==> config.mk <==
export PLATFORM = sky130hd
export DESIGN_NAME = ifu_prefetch
export DESIGN_NICKNAME = d
export VERILOG_FILES = /design/src/rtl/ifu_prefetch.sv
export SDC_FILE = /design/constraint.sdc
export NUM_CORES = 1
export LEC_CHECK = 0
export CAP_MARGIN = 40
export CORE_MARGIN = 5
export CORE_UTILIZATION = 35
export DETAILED_ROUTE_END_ITERATION = 10
export GPL_TIMING_DRIVEN = 0
export PLACE_DENSITY = 0.56
export SYNTH_ARGS = -nofsm -noshare
export SYNTH_HDL_FRONTEND = slang
export SYNTH_SLANG_ARGS = --single-unit
==> constraint.sdc <==
create_clock -name clk -period 3.3 [get_ports clk]
set_input_delay 0.66 -clock clk [delete_from_list [all_inputs] [get_ports clk]]
set_output_delay 0.66 -clock clk [all_outputs]
set_load 0.05 [all_outputs]
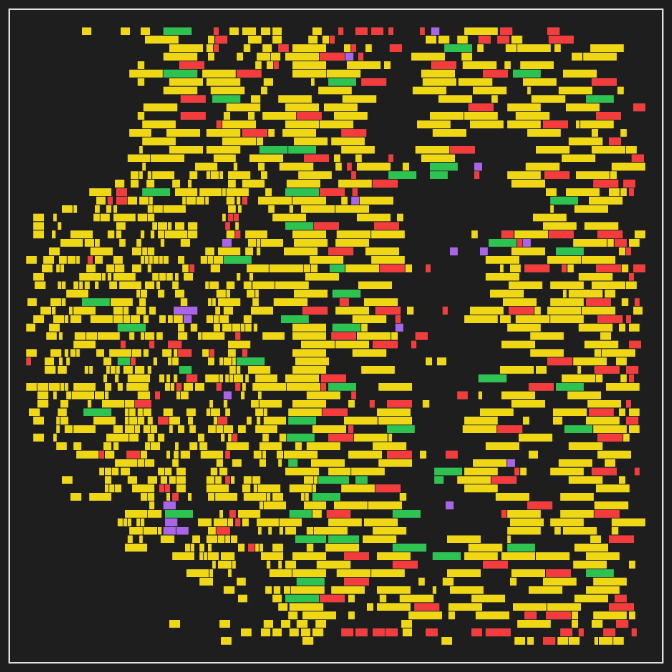
(images/sizing.png)
| color | size | cells | share |
|---|---|---|---|
| green | x6 and larger | 53 | 4.5% |
| red | x2 | 176 | 15% |
| purple | x3 and x4 | 18 | 1.5% |
| yellow | x1 and smaller | 929 | 79% |
Final Cell Area: 0.0176 sq mm
Layout area overhead: 26.1%
final setup margin: 56.2 ps
Non-Clock Buffer Count: 235

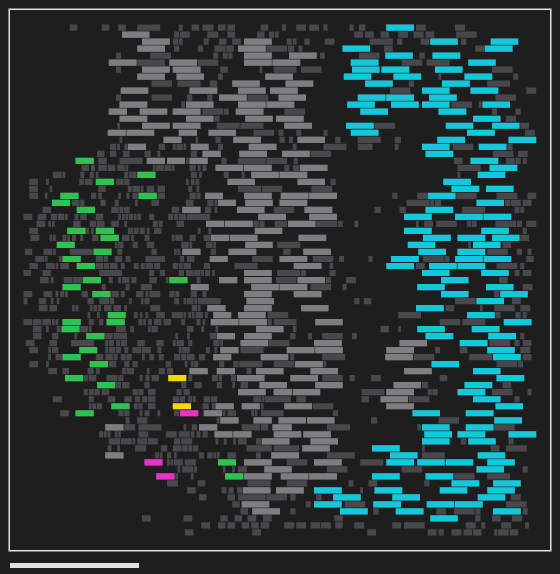
(images/ff_map.png)
The bar under the picture is 50 um long. Other sequential cells in the stronger gray, the rest of the logic in the fainter gray.
| color | netlist name | flops |
|---|---|---|
| magenta | count_q | 3 |
| yellow | state_q | 2 |
| green | fetch_pc_q | 32 |
| cyan | data_mem | 128 |
post-layout util: 0.444
Power Sequential: 4.65 mW

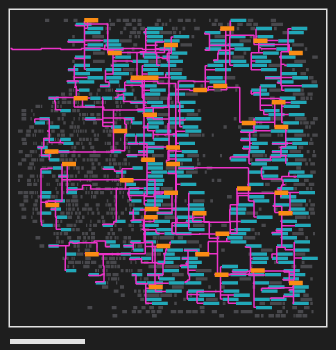
(images/clock_wires.png)
The bar under the picture is 50 um long.
[magenta] clock wires | length: 4230 um
[orange] clock-net drivers | count: 38
[cyan] flip-flops | count: 331
flops lie: widely spread
routed clock nets: 39
clk_skew: 25.2 ps
power in the clock group: 4.12 mW
Clk pwr share: 0.445
worst skew pair latency: 540 ps

==> changes_impl.md <==
## Flow update

- Yosys warns: 0
- Chip area in the Yosys report: 0.0139 sq mm
- Number of global-route vias before repair: 8771
- Netlist Area Pre-Place: between 0.01 and 0.015 sq mm
- Crit path arrival time: 2580 ps
- # H-tree levels: 2
- Post-DRT Antenna Nets: 0
- Max-slew headroom: 0.494
- CP cell instances: clkdlybuf4s50_1 -> clkbuf_2 -> clkbuf_2 -> nor2b_1 -> dlygate4sd2_1
- Status: finished clean
- Drt total wl: 34400 um
- Initial antenna violation count: 0
- Final Hold Violation Tally: 0
- Number of fill cells: ~3.6k
- Final Slew Violations: 0
- Most used cell, CP: clkbuf_2
- Leakage power: 5.95 nW
- Post-route minimum period: ~3200 ps
- Top cell type's share of synthesized area: 0.552
- Asr flop ratio synth: 0
- Largest net degree at the start of global routing: 51
- Most numerous logic cells after layout: edfxtp_1 (256), nor2b_1 (95), nor2_1 (78), dfxtp_1 (74), clkdlybuf4s50_1 (71)
- Top non-seq family: simple AND/OR/NAND/NOR gates
- Highest-count logic cell in the final layout: edfxtp_1
- Crit Path Class: input pin to output port
==> where the power goes <==
group	leakage (nW)	internal (mW)	total, mW	switching, mW
combinational	2.40	0.203	0.491	0.288
sequential	2.95	4.56	4.65	0.0847
clock	0.601	2.46	4.12	1.66
==> kinds of logic (layout without fill, tap and decap cells) <==
kind of cell | Yosys count | in the layout
XOR/XNOR | 52 | 52
AND-OR/OR-AND | 81 | 81
multiplexers | 72 | 72
AND/OR/NAND/NOR | 315 | 315
adder cells (fa/ha/maj) | 10 | 10
buffers and inverters | 74 | 315
flip-flops | 331 | 331
==> layer usage <==
metal	track usage	up-vias
li1	-	3982
met1	0.204	4203
met2	0.263	189
met3	0.0333	59
met4	0.0414	0
met5	0	-
==> worst max-delay path, delay by kind of cell <==
kind	cells	cell delay, ps
buffers and inverters	4	1620
and+or+nand+nor	1	280
==> layout make-up <==
cell class                 count  area (sq um)  share of cell area
buffer                        61           317              0.0180
clock inverter                25           240              0.0137
multi-input combinational    530          4440               0.253
clock buffer                  44           983              0.0560
tap                          525           657              0.0374
inverter                      11          41.3             0.00235
timing repair buffer         174          1690              0.0961
sequential                   331          9190               0.524
==> metrics by stage <==
stage / worst slack [ps] / utilization / total power, mW / setup TNS, ps
2_1_floorplan: 29.4 / - / 4.99 / 0
3_3_place_gp: -2290 / 0.411 / 5.23 / -639130
3_5_place_dp: -970 / 0.415 / 5.24 / -85140
4_1_cts: 2.38 / 0.446 / 9.37 / 0
5_1_grt: 2.91 / 0.444 / 9.61 / 0
6_report: 56.2 / 0.444 / 9.26 / 0
==> timing repair <==
item	in CTS	in global routing
gates resized	238	37
endpoints found under the hold margin	0	0
cloned	0	0
pin swaps	0	0
setup endpoints to repair	101	34
Power is estimated from default activity; no workload was simulated.
